Fig. 1: run 1, port wiring
(4 px per um)
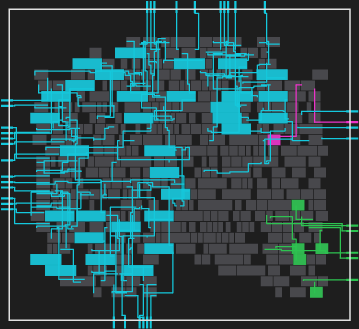
Fig. 2: run 1, zoomed window
Window x 54 to 74, y 48 to 68 um. Cells in grey, sequential cells in the stronger grey; small squares are vias.
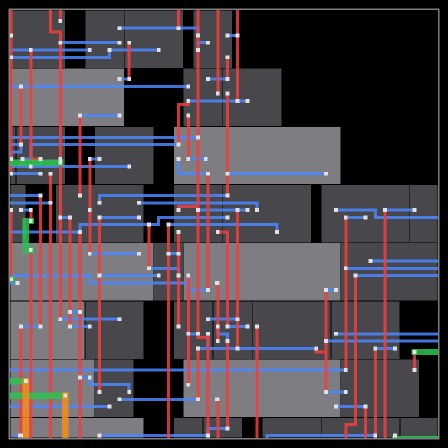
Fig. 3: run 1, the metal 2 layer
(4 px per um) Cells faint in the background.
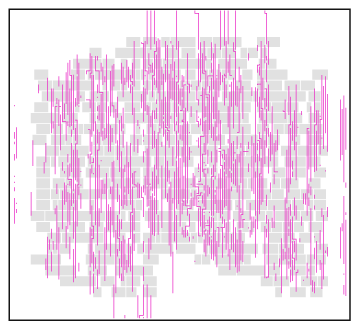
Fig. 4: run 1, routed metal, one colour a layer
(6 px per um) Only two layers are drawn.
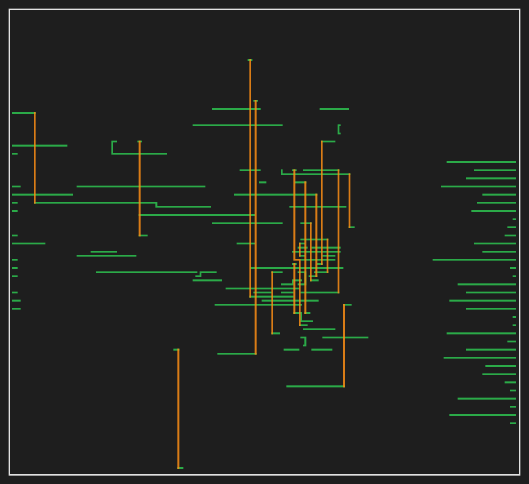
`src/rtl/muldiv_stall_ctrl_if.sv`:
```
// -----------------------------------------------------------------------------
// muldiv_stall_ctrl_if
// Purpose : bundles the pipeline-side signals exchanged between the in-order
//           pipeline and the multiply/divide stall controller.
// Modports:
//   master - pipeline side: drives the ID/EX and IF/ID hazard information and
//            flush, and observes the pipeline-register enables, bubbles and
//            M-unit handshake produced by the controller.
//   slave  - controller side (muldiv_stall_ctrl): the reverse directions.
// Signals :
//   ID_EX_valid     EX stage holds a real instruction (not a bubble)
//   ID_EX_is_mul    EX instruction is MUL/MULH/MULHSU/MULHU
//   ID_EX_is_div    EX instruction is DIV/DIVU/REM/REMU
//   ID_EX_memread   EX instruction is a load
//   ID_EX_rd        EX destination register
//   IF_ID_rs1/rs2   ID source registers
//   IF_ID_uses_rs2  ID instruction reads rs2
//   flush           taken branch/jump kills IF, ID and EX
//   pc_write_en, IF_ID_write_en, ID_EX_write_en   register enables (0 holds)
//   ID_EX_bubble    load ID/EX with a NOP
//   EX_MEM_bubble   load EX/MEM with a NOP
//   md_start        one-cycle start pulse to the M unit
//   md_abort        one-cycle cancel pulse to the M unit
//   md_result_sel   EX/MEM captures the M-unit result this cycle
//   md_busy         M operation in progress
//   stall_count     saturating count of cycles with pc_write_en=0
// -----------------------------------------------------------------------------
interface muldiv_stall_ctrl_if;

  // Hazard information from the pipeline
  logic        ID_EX_valid;
  logic        ID_EX_is_mul;
  logic        ID_EX_is_div;
  logic        ID_EX_memread;
  logic [4:0]  ID_EX_rd;
  logic [4:0]  IF_ID_rs1;
  logic [4:0]  IF_ID_rs2;
  logic        IF_ID_uses_rs2;
  logic        flush;

  // Pipeline control from the controller
  logic        pc_write_en;
  logic        IF_ID_write_en;
  logic        ID_EX_write_en;
  logic        ID_EX_bubble;
  logic        EX_MEM_bubble;

  // M-unit handshake
  logic        md_start;
  logic        md_abort;
  logic        md_result_sel;
  logic        md_busy;

  // Statistics
  logic [31:0] stall_count;

  modport master (
    output ID_EX_valid, ID_EX_is_mul, ID_EX_is_div, ID_EX_memread, ID_EX_rd,
           IF_ID_rs1, IF_ID_rs2, IF_ID_uses_rs2, flush,
    input  pc_write_en, IF_ID_write_en, ID_EX_write_en, ID_EX_bubble,
           EX_MEM_bubble, md_start, md_abort, md_result_sel, md_busy,
           stall_count
  );

  modport slave (
    input  ID_EX_valid, ID_EX_is_mul, ID_EX_is_div, ID_EX_memread, ID_EX_rd,
           IF_ID_rs1, IF_ID_rs2, IF_ID_uses_rs2, flush,
    output pc_write_en, IF_ID_write_en, ID_EX_write_en, ID_EX_bubble,
           EX_MEM_bubble, md_start, md_abort, md_result_sel, md_busy,
           stall_count
  );

endinterface

```
`src/rtl/muldiv_stall_ctrl.sv`:
```
// -----------------------------------------------------------------------------
// muldiv_stall_ctrl
// Purpose : hazard/stall controller for a 5-stage pipeline with a multi-cycle
//           M-extension unit. Holds the front of the pipeline while a
//           multiply or divide occupies EX, inserts a one-cycle bubble on a
//           load-use hazard, and cancels the M operation on a flush.
// Params  : MUL_LAT - stall cycles for multiplies   (1..63)
//           DIV_LAT - stall cycles for divide/rem   (1..63)
// Ports   : clk   - single clock, rising edge
//           rst_n - synchronous active-low reset
//           bus   - muldiv_stall_ctrl_if.slave (see interface file header)
// Timing  : an M instruction sits in EX for LAT+1 cycles: the request cycle
//           (IDLE, md_start), LAT-1 BUSY cycles, then one DONE cycle in which
//           the result is captured and the pipeline advances.
// -----------------------------------------------------------------------------
module muldiv_stall_ctrl #(
  parameter int unsigned MUL_LAT = 2,
  parameter int unsigned DIV_LAT = 32
) (
  input  logic                 clk,
  input  logic                 rst_n,
  muldiv_stall_ctrl_if.slave   bus
);

  typedef enum logic [1:0] {
    IDLE = 2'd0,
    BUSY = 2'd1,
    DONE = 2'd2
  } state_e;

  // cnt holds the number of BUSY cycles still to run; the request cycle
  // itself is already one of the LAT stall cycles, hence the -1.
  localparam logic [5:0] MUL_CNT = 6'(MUL_LAT - 1);
  localparam logic [5:0] DIV_CNT = 6'(DIV_LAT - 1);

  state_e      state_q, state_d;
  logic [5:0]  cnt_q, cnt_d;
  logic [31:0] stall_count_q, stall_count_d;

  logic        md_req;
  logic        load_use;
  logic [5:0]  req_cnt;

  logic        pc_we;
  logic        if_id_we;
  logic        id_ex_we;
  logic        id_ex_bubble;
  logic        ex_mem_bubble;
  logic        md_start;
  logic        md_abort;
  logic        md_result_sel;
  logic        md_busy;

  // ---------------------------------------------------------------------------
  // Hazard detection
  // ---------------------------------------------------------------------------
  assign md_req = bus.ID_EX_valid & (bus.ID_EX_is_mul | bus.ID_EX_is_div)
                & ~bus.flush;

  // x0 never carries a dependency; rs2 only matters when the ID instruction
  // actually reads it.
  assign load_use = bus.ID_EX_valid & bus.ID_EX_memread
                  & (bus.ID_EX_rd != 5'd0)
                  & ((bus.ID_EX_rd == bus.IF_ID_rs1)
                     | (bus.IF_ID_uses_rs2 & (bus.ID_EX_rd == bus.IF_ID_rs2)))
                  & ~bus.flush;

  // Divide wins when both decode flags are set.
  assign req_cnt = bus.ID_EX_is_div ? DIV_CNT : MUL_CNT;

  // ---------------------------------------------------------------------------
  // Next state and outputs
  // ---------------------------------------------------------------------------
  always_comb begin
    state_d       = state_q;
    cnt_d         = cnt_q;
    pc_we         = 1'b1;
    if_id_we      = 1'b1;
    id_ex_we      = 1'b1;
    id_ex_bubble  = 1'b0;
    ex_mem_bubble = 1'b0;
    md_start      = 1'b0;
    md_abort      = 1'b0;
    md_result_sel = 1'b0;
    md_busy       = 1'b0;

    unique case (state_q)
      IDLE: begin
        if (md_req) begin
          md_start      = 1'b1;
          md_busy       = 1'b1;
          pc_we         = 1'b0;
          if_id_we      = 1'b0;
          id_ex_we      = 1'b0;
          ex_mem_bubble = 1'b1;
          cnt_d         = req_cnt;
          // A single-cycle latency has no BUSY phase at all.
          state_d       = (req_cnt == 6'd0) ? DONE : BUSY;
        end else if (load_use) begin
          // Hold IF and ID for one cycle and let a NOP into EX.
          pc_we         = 1'b0;
          if_id_we      = 1'b0;
          id_ex_bubble  = 1'b1;
        end
      end

      BUSY: begin
        if (bus.flush) begin
          // The M instruction is being killed: cancel the unit and let the
          // redirected fetch proceed.
          md_abort      = 1'b1;
          state_d       = IDLE;
          cnt_d         = 6'd0;
        end else begin
          md_busy       = 1'b1;
          pc_we         = 1'b0;
          if_id_we      = 1'b0;
          id_ex_we      = 1'b0;
          ex_mem_bubble = 1'b1;
          if (cnt_q <= 6'd1) begin
            cnt_d       = 6'd0;
            state_d     = DONE;
          end else begin
            cnt_d       = cnt_q - 6'd1;
          end
        end
      end

      DONE: begin
        // Result lands in EX/MEM this cycle unless the instruction is killed.
        md_result_sel = ~bus.flush;
        cnt_d         = 6'd0;
        state_d       = IDLE;
      end

      default: begin
        cnt_d         = 6'd0;
        state_d       = IDLE;
      end
    endcase
  end

  // Count every cycle the PC is held, sticking at all-ones.
  always_comb begin
    stall_count_d = stall_count_q;
    if (!pc_we && (stall_count_q != 32'hFFFF_FFFF)) begin
      stall_count_d = stall_count_q + 32'd1;
    end
  end

  // ---------------------------------------------------------------------------
  // State registers
  // ---------------------------------------------------------------------------
  always_ff @(posedge clk) begin
    if (!rst_n) begin
      state_q       <= IDLE;
      cnt_q         <= 6'd0;
      stall_count_q <= 32'd0;
    end else begin
      state_q       <= state_d;
      cnt_q         <= cnt_d;
      stall_count_q <= stall_count_d;
    end
  end

  // ---------------------------------------------------------------------------
  // Output mapping
  // ---------------------------------------------------------------------------
  assign bus.pc_write_en    = pc_we;
  assign bus.IF_ID_write_en = if_id_we;
  assign bus.ID_EX_write_en = id_ex_we;
  assign bus.ID_EX_bubble   = id_ex_bubble;
  assign bus.EX_MEM_bubble  = ex_mem_bubble;
  assign bus.md_start       = md_start;
  assign bus.md_abort       = md_abort;
  assign bus.md_result_sel  = md_result_sel;
  assign bus.md_busy        = md_busy;
  assign bus.stall_count    = stall_count_q;

endmodule

```
`src/flat_wrapper.sv`:
```
// flat-port wrapper written by rule: the top's interface ports become plain ports
module muldiv_stall_ctrl_flat 
#(
  parameter int unsigned MUL_LAT = 2,
  parameter int unsigned DIV_LAT = 32
)
  (clk, rst_n, bus_ID_EX_valid, bus_ID_EX_is_mul, bus_ID_EX_is_div, bus_ID_EX_memread, bus_ID_EX_rd, bus_IF_ID_rs1, bus_IF_ID_rs2, bus_IF_ID_uses_rs2, bus_flush, bus_pc_write_en, bus_IF_ID_write_en, bus_ID_EX_write_en, bus_ID_EX_bubble, bus_EX_MEM_bubble, bus_md_start, bus_md_abort, bus_md_result_sel, bus_md_busy, bus_stall_count);
  muldiv_stall_ctrl_if bus_i ();
  input  logic clk;
  input  logic rst_n;
  input wire logic [$bits(bus_i.ID_EX_valid)-1:0] bus_ID_EX_valid;
  input wire logic [$bits(bus_i.ID_EX_is_mul)-1:0] bus_ID_EX_is_mul;
  input wire logic [$bits(bus_i.ID_EX_is_div)-1:0] bus_ID_EX_is_div;
  input wire logic [$bits(bus_i.ID_EX_memread)-1:0] bus_ID_EX_memread;
  input wire logic [$bits(bus_i.ID_EX_rd)-1:0] bus_ID_EX_rd;
  input wire logic [$bits(bus_i.IF_ID_rs1)-1:0] bus_IF_ID_rs1;
  input wire logic [$bits(bus_i.IF_ID_rs2)-1:0] bus_IF_ID_rs2;
  input wire logic [$bits(bus_i.IF_ID_uses_rs2)-1:0] bus_IF_ID_uses_rs2;
  input wire logic [$bits(bus_i.flush)-1:0] bus_flush;
  output wire logic [$bits(bus_i.pc_write_en)-1:0] bus_pc_write_en;
  output wire logic [$bits(bus_i.IF_ID_write_en)-1:0] bus_IF_ID_write_en;
  output wire logic [$bits(bus_i.ID_EX_write_en)-1:0] bus_ID_EX_write_en;
  output wire logic [$bits(bus_i.ID_EX_bubble)-1:0] bus_ID_EX_bubble;
  output wire logic [$bits(bus_i.EX_MEM_bubble)-1:0] bus_EX_MEM_bubble;
  output wire logic [$bits(bus_i.md_start)-1:0] bus_md_start;
  output wire logic [$bits(bus_i.md_abort)-1:0] bus_md_abort;
  output wire logic [$bits(bus_i.md_result_sel)-1:0] bus_md_result_sel;
  output wire logic [$bits(bus_i.md_busy)-1:0] bus_md_busy;
  output wire logic [$bits(bus_i.stall_count)-1:0] bus_stall_count;
  assign bus_i.ID_EX_valid = bus_ID_EX_valid;
  assign bus_i.ID_EX_is_mul = bus_ID_EX_is_mul;
  assign bus_i.ID_EX_is_div = bus_ID_EX_is_div;
  assign bus_i.ID_EX_memread = bus_ID_EX_memread;
  assign bus_i.ID_EX_rd = bus_ID_EX_rd;
  assign bus_i.IF_ID_rs1 = bus_IF_ID_rs1;
  assign bus_i.IF_ID_rs2 = bus_IF_ID_rs2;
  assign bus_i.IF_ID_uses_rs2 = bus_IF_ID_uses_rs2;
  assign bus_i.flush = bus_flush;
  assign bus_pc_write_en = bus_i.pc_write_en;
  assign bus_IF_ID_write_en = bus_i.IF_ID_write_en;
  assign bus_ID_EX_write_en = bus_i.ID_EX_write_en;
  assign bus_ID_EX_bubble = bus_i.ID_EX_bubble;
  assign bus_EX_MEM_bubble = bus_i.EX_MEM_bubble;
  assign bus_md_start = bus_i.md_start;
  assign bus_md_abort = bus_i.md_abort;
  assign bus_md_result_sel = bus_i.md_result_sel;
  assign bus_md_busy = bus_i.md_busy;
  assign bus_stall_count = bus_i.stall_count;
  muldiv_stall_ctrl #(.MUL_LAT(MUL_LAT), .DIV_LAT(DIV_LAT)) u_core (.clk(clk), .rst_n(rst_n), .bus(bus_i));
endmodule
```
`config.mk`:
```
export PLATFORM = sky130hd
export DESIGN_NAME = muldiv_stall_ctrl_flat
export DESIGN_NICKNAME = d
export VERILOG_FILES = /design/src/rtl/muldiv_stall_ctrl_if.sv /design/src/rtl/muldiv_stall_ctrl.sv /design/src/flat_wrapper.sv
export SDC_FILE = /design/constraint.sdc
export NUM_CORES = 1
export LEC_CHECK = 0
export CAP_MARGIN = 20
export CORE_ASPECT_RATIO = 0.9
export CORE_MARGIN = 5
export CORE_UTILIZATION = 43
export CTS_CLUSTER_SIZE = 40
export DETAILED_ROUTE_END_ITERATION = 10
export PLACE_DENSITY = 0.88
export SLEW_MARGIN = 20
export SYNTH_ARGS = -nofsm -noshare
export SYNTH_HDL_FRONTEND = slang
export SYNTH_SLANG_ARGS = --single-unit
```
`constraint.sdc`:
```
create_clock -name clk -period 2.2 [get_ports clk]
set_clock_uncertainty 0.05 [all_clocks]
set_input_delay 0.44 -clock clk [delete_from_list [all_inputs] [get_ports clk]]
set_output_delay 0.44 -clock clk [all_outputs]
set_load 0.005 [all_outputs]
```
==> summary.txt, run 1 <==
flow finished, numbers: status finished with violations, failing checks setup timing, design area 0.003637 mm2, Syn Std Cell Area 0.002167 mm2, fin util 74.77%, Max H-tree Level 2, Crit Path Category input port to flop, worst-margin pin slew 0.5148 ns, area reported by Yosys stat 0.002167 mm2, Final #Nets 424, row count 24, final setup margin -0.1371 ns, dpl cells 439, Comb power frac 18.9%, pin count of the biggest net entering global routing 19, sequential power share 48.3%, Hold Crit Class flop to flop, final setup fails 13, Top cells by area dfxtp_1 (37%), xor2_1 (8.1%), nor2_1 (5.5%), Gate Count Post-Synth 269, Placed Area 0.003223 mm2, Via-to-Cell Ratio 5.679, first-pass GRT wire length 11.58 mm, Slew Limit Fails 0, chip width 84.83 um, post-layout min period 2.337 ns, setup TNS -0.6611 ns, Remaining DRCs 0, Clock Tree Buf Depth 2, tally of OpenROAD warnings 30, Reg clk slew, reported paths 0.08 ns, Clock power frac 32.8%, TritonRoute pass-1 iters 5, mux frac, synth 2.309%, CTS tree yes, share of layout cells above drive strength 1 32.33%, clk ins delay skew pair 0.29 ns
## Picture notes: Fig. 1
Key: green = bus_IF_ID_rs2 [bits 5, direction input, edge right, end cells 5, buffers 5, wire 126 um]; cyan = bus_stall_count [bits 32, direction output, edge 13 left, 10 top, 6 bottom, 3 right, end cells 32, buffers 54, wire 1770 um]; magenta = bus_md_abort [bits 1, direction output, edge right, end cells 1, buffers 1, wire 34.8 um]

## Picture notes: Fig. 2
Key: green = M3; red = M2; blue = M1; orange = M4
Most frequent: buf_4 (4), dfxtp_1 (4), clkdlybuf4s50_1 (3). Netlist names of flops here include u_core.bus.stall_count (6). 27 logic cells have their middle in the window. Sequential cells in the window: 6.

## Picture notes: Fig. 3
390 nets have wire on it. The wires run mostly vertical. The layer holds 49% of the routed length. The longest straight run is 26.9 um. The layer carries 3830 um of wire.
routed vias: 2635
Routed WL: 7.810 mm
met2 usage: 38.34%

## Picture notes: Fig. 4
Key: green = M3 [wire length 599 um]; orange = M4 [wire length 293 um]
WL/cell: 16.83 um
total track usage: 21.43%

==> run 1: power by group through the flow <==
stage	logic (mW)	clock network (mW)	registers [mW]
2_1_floorplan	0.110	0	0.761
3_3_place_gp	0.228	0	0.759
3_5_place_dp	0.237	0	0.760
4_1_cts	0.269	0.515	0.743
5_1_grt	0.313	0.552	0.748
6_report	0.291	0.507	0.747
==> run 1: cells in the mapped netlist, drive strengths merged (2+ instances only) <==
cell and instances:
xor2 20, buf 3, dfxtp 40, and2 2, inv 7, nor4 3, xnor2 3, nor2b 2
or3 14, nand2 23, and3 5, nor3 6, clkbuf 5, nand4 11, or4 2, nand3 15
mux2i 5, a21oi 23, nor2 32, ha 3, nor3b 5, o21ai 19, and4 2, nand2b 5
==> run 1: path summary, 6_finish.rpt <==
path | from | endpoint | slack, ns | cells after the start
worst max-delay path | bus_IF_ID_rs2[2] | u_core.bus.stall_count[7] | -0.14 | 11
worst min-delay path | u_core.cnt_q[5] | u_core.cnt_q[5] | 0.45 | 2
worst max register to register | u_core.bus.stall_count[0] | u_core.bus.stall_count[30] | -0.06 | 8
worst min register to register | u_core.cnt_q[5] | u_core.cnt_q[5] | 0.45 | 2
==> run 1: routing by layer <==
layer,track usage [%],vias to the layer above,share of wire (%)
li1,-,1218,-
met1,24.93,1226,40
met2,38.34,156,49
met3,4.873,35,7.7
met4,7.911,0,3.7
met5,0,-,0
==> run 1: sequential cells by signal, indices dropped and copies added, names as in the netlist <==
name / count
u_core.bus.stall_count: 32
u_core.cnt_q: 6
u_core.state_q: 2
==> run 1: area by class of cell <==
| cell class | count | area [um2] | area share [%] |
|---|---|---|---|
| inverter | 8 | 30.03 | 0.8256 |
| timing repair buffer | 130 | 1136 | 31.23 |
| clock buffer | 6 | 82.58 | 2.270 |
| clock inverter | 2 | 10.01 | 0.2752 |
| sequential | 40 | 810.8 | 22.29 |
| multi-input combinational | 213 | 1486 | 40.87 |
| tap | 65 | 81.33 | 2.236 |
==> run 1: kinds of logic after synthesis <==
group           after synthesis
fa+ha+maj                     3
flops                        40
buf+inv                      16
mux                           5
compound gates               51
xor+xnor                     23
simple gates                131
==> run 1: worst register-to-register path: cells and delay by family, from the launching register on <==
kind	cells	cell delay, ns
buffers and inverters	1	0.21
and+or+nand+nor	5	1.26
adders and majority gates	1	0.14
AOI/OAI and AO/OA	1	0.17
DFF	1	0.36
==> run 1: repair_timing <==
| action | in CTS | in global routing |
|---|---|---|
| pin swaps | 21 | 20 |
| hold endpoints to repair | 0 | 0 |
| cloned | 1 | 0 |
| setup endpoints to repair | 41 | 39 |
| buffers inserted | 10 | 9 |
| gates resized | 78 | 35 |
| hold buffers | 0 | 0 |
Fig. 5: run 1, the clock network
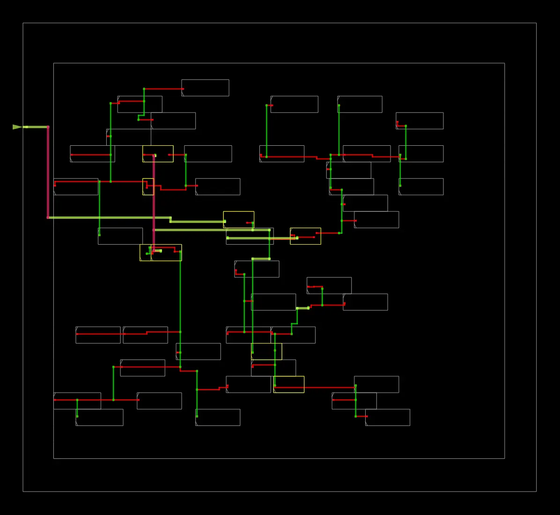

==> run 2, diff against run 1 <==
--- a/config.mk
+++ b/config.mk
@@ -6,12 +6,11 @@
 export NUM_CORES = 1
 export LEC_CHECK = 0
 export CAP_MARGIN = 20
-export CORE_ASPECT_RATIO = 0.9
 export CORE_MARGIN = 5
 export CORE_UTILIZATION = 43
 export CTS_CLUSTER_SIZE = 40
 export DETAILED_ROUTE_END_ITERATION = 10
-export PLACE_DENSITY = 0.88
+export PLACE_DENSITY = 0.83
 export SLEW_MARGIN = 20
 export SYNTH_ARGS = -nofsm -noshare
 export SYNTH_HDL_FRONTEND = slang
Fig. 6: run 2, the clock network
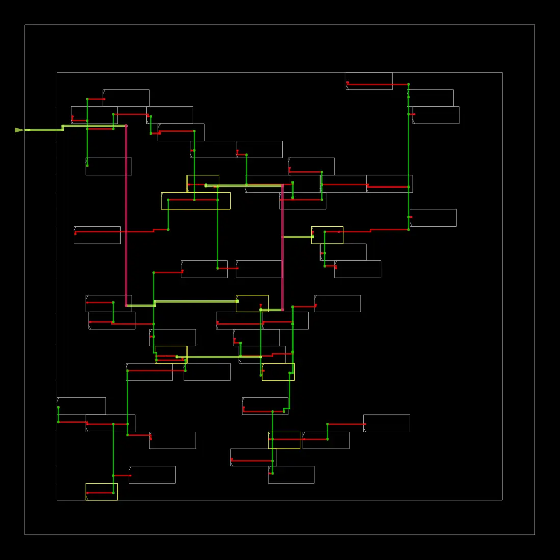
TritonCTS buffer count: 5
Flop Count: 40
clk sinks: 40

Fig. 7: run 2, the metal 2 layer
(4 px per um) Cells faint in the background.
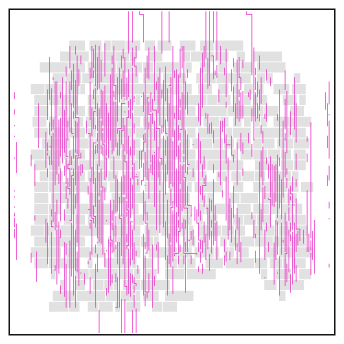
routed vias: 2494
Routed WL: 7.305 mm
met2 usage: 37.60%

==> run 2 against run 1 <==
- the run still ends with setup timing left
- count of clock-buffer cells in the layout rose by 1
- hold slack got worse by 0.017 ns
- area after synthesis did not move
- core utilization rose by 1.7 points
- clock power rose by 32%
- combinational power fell by 2%
- worst setup slack improved by 0.069 ns
- sequential power barely moved
- sequential share of layout area fell by 0.49 points
- synthesized cell count did not move
- die size barely moved
- largest cell class unchanged
- first-iteration DRC count fell by 26%
==> summary.txt, run 2 <==
flow finished, numbers: status finished with violations (unchanged), failing checks setup timing (unchanged), post-layout min period 2.268 ns (was 2.337 ns), setup TNS -0.4311 ns (was -0.6611 ns), fin cells 465 (was 464), RSZ-0062 raised after global routing true (unchanged), crit start category flop (was input port), clk ins delay skew pair 0.29 ns (about the same), tally of OpenROAD warnings 30 (unchanged), CP arrival 2.41 ns (was 2.51 ns), count of library flops with an enable pin 0 (unchanged), Fin. Hold Viols 0 (unchanged), Yosys warnings 0 (unchanged), hold_buf cts 0 (unchanged), Final #Nets 423 (was 424), Remaining DRCs 0 (unchanged), initial antenna violation count 0 (unchanged), Crit Path Category flop to flop (was input port to flop), row count 25 (was 24), CTS tree yes (unchanged), area reported by Yosys stat 0.002167 mm2 (unchanged), Cell Type Count 44 (unchanged), Port Buffers 63 (unchanged), Power Density 460.8 mW/mm2 (was 424.9 mW/mm2), top_reg_cell synth dfxtp_1 (unchanged), yosys cell count 269 (unchanged), Syn Std Cell Area 0.002167 mm2 (unchanged), top post-synthesis cells by count dfxtp_1 (40), nor2_1 (32), a21oi_1 (23) (unchanged), Top cells excl fill/tap buf_4 (58), clkdlybuf4s50_1 (39), dfxtp_1 (38), nor2_1 (31), nand2_1 (20) (was buf_4 (62), clkdlybuf4s50_1 (38), dfxtp_1 (32), nor2_1 (31)), Gate Count Post-Synth 269 (unchanged), worst-margin pin slew 0.3985 ns (was 0.5148 ns), Seq/Total Area, Yosys 36.95% (unchanged), Hold Crit Class flop to flop (unchanged), ys flops 40 (unchanged), Worst setup EP type flop (unchanged), P_leak 1.436 nW (was 1.418 nW), dpl cells 442 (was 439), Via-to-Cell Ratio 5.363 (was 5.679), max-cap violations 0 (unchanged), chip width 80.99 um (was 84.83 um), gpl congestion 0.8208 (was 0.9138), initial drt markers 148 (was 199), core area 0.004817 mm2 (was 0.004865 mm2), TritonRoute pass-1 iters 4 (was 5), first-pass GRT wire length 10.88 mm (was 11.58 mm), syn nets 295 (unchanged), Worst Setup SP u_core.bus.stall_count[1] (was bus_IF_ID_rs2[2]), chip area 0.006559 mm2 (was 0.006562 mm2), Avg Cell Area, Syn 8.056 um2 (unchanged), Reg clk slew, reported paths 0.08 ns (about the same), top-count cell post-synth dfxtp_1 (unchanged), gr ovfl total 0 (unchanged), Max H-tree Level 2 (unchanged), fin crit share 103.1% (was 106.2%), max reg flops 32 (unchanged), IO Count 64 (unchanged), Clock Tree Buf Depth 2 (unchanged), total track usage 20.72% (was 21.43%), reg2reg start u_core.bus.stall_count[1] (was u_core.bus.stall_count[0]), Slew Limit Fails 0 (unchanged), Top cells by area dfxtp_1 (37%), xor2_1 (8.1%), nor2_1 (5.5%) (unchanged), share of layout cells above drive strength 1 33.42% (was 32.33%), Slew HR 73.23% (was 65.42%), fp util 44.99% (was 44.55%), area grow syn2layout 70.03% (was 67.84%), root buf cell clkbuf_8 (unchanged), FFs w/ async S/R, synth 0% (unchanged), pin count of the biggest net entering global routing 19 (unchanged), WL/cell 15.71 um (was 16.83 um), Antenna Cells 0 (unchanged), worst path cell trace ha_4 > and3_4 > nand4_1 > o41a_1 > buf_6 > nand3b_1 > buf_4 > xor2_1 > nor2_1 (was buf_6 > xor2_1 > nor4_1 > a32oi_1 > buf_4 > o21ai_4 > buf_8 > buf_12 > nand2_8 > or4_4 > a21oi_2), worst hold start u_core.cnt_q[5] (unchanged), Max stage delay cell, worst path o41a_1 (was or4_4), final setup fails 13 (unchanged), final setup margin -0.06839 ns (was -0.1371 ns)
Fig. 8: run 2, zoomed window
Window x 51 to 71, y 51 to 71 um. Cells in grey, sequential cells in the stronger grey; small squares are vias.
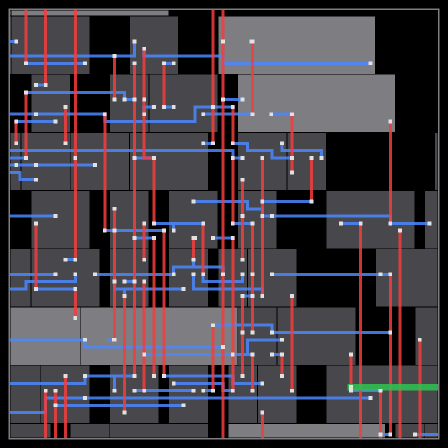
Key: green = M3; blue = M1; red = M2
Sequential cells in the window: 3. Netlist names of flops here include u_core.bus.stall_count (3). 33 logic cells have their middle in the window. Most frequent: or3_1 (5).

## run 2: path summary, 6_finish.rpt
kind	end	depth (start not counted)	slack, ns
hold / removal	u_core.cnt_q[5]	2	0.43
setup / recovery	u_core.bus.stall_count[10]	9	-0.07
setup reg to reg	u_core.bus.stall_count[10]	9	-0.07
hold reg to reg	u_core.cnt_q[5]	2	0.43
## run 2: cell families (layout without fill, tap and decap cells)
kind of cell / after synthesis / count (layout) / share of synthesized area (%)
simple gates: 131 / 131 / 32.74
compound gates: 51 / 51 / 13.80
flops: 40 / 40 / 36.95
xor+xnor: 23 / 23 / 9.296
buf+inv: 16 / 145 / 3.175
mux: 5 / 5 / 2.310
fa+ha+maj: 3 / 3 / 1.732
## run 2: what timing repair did
item | CTS | global route
endpoints found under the setup margin | 41 | 39
pin swaps | 20 | 37
buffers inserted | 9 | 7
gates resized | 76 | 49
## run 2: cell type report
class,instances,area (um2)
Fill cell,344,1132
Timing Repair Buffer,129,1126
Tap cell,67,83.83
Inverter,8,30.03
Clock buffer,7,96.34
Clock inverter,1,30.03
Multi-Input combinational cell,213,1515
Sequential cell,40,803.3
## run 2: stage by stage
stage | utilization, % | hold WS [ns] | setup WS [ns] | area, um2
floorplan | - | 0.4004 | -0.01103 | 2188
global placement | 67.12 | 0.4132 | -0.7222 | 3233
detailed placement | 67.12 | 0.4183 | -0.7907 | 3233
CTS | 71.06 | 0.4311 | -0.06145 | 3423
global route | 76.49 | 0.4645 | -0.1653 | 3685
finish | 76.49 | 0.4299 | -0.06839 | 3685
## run 2: layer usage
| metal | track usage [%] | part of all wire, % | vias to the layer above |
|---|---|---|---|
| li1 | - | - | 1210 |
| met1 | 24.05 | 40 | 1189 |
| met2 | 37.60 | 52 | 86 |
| met3 | 5.322 | 6.9 | 9 |
| met4 | 5.405 | 1.1 | 0 |
| met5 | 0 | 0 | - |
## run 2: power breakdown
group / leakage, nW / internal [mW] / switching, mW
Combinational: 1.05 / 0.149 / 0.137
Clock: 0.0645 / 0.401 / 0.266
Sequential: 0.324 / 0.735 / 0.0106
## run 2: worst min-delay path, stage by stage, from the launching register on
cell and delay [ns]:
dfxtp_1 0.31, o21ai_0 0.07, a21oi_1 0.06
Power is estimated from default activity; no workload was simulated.
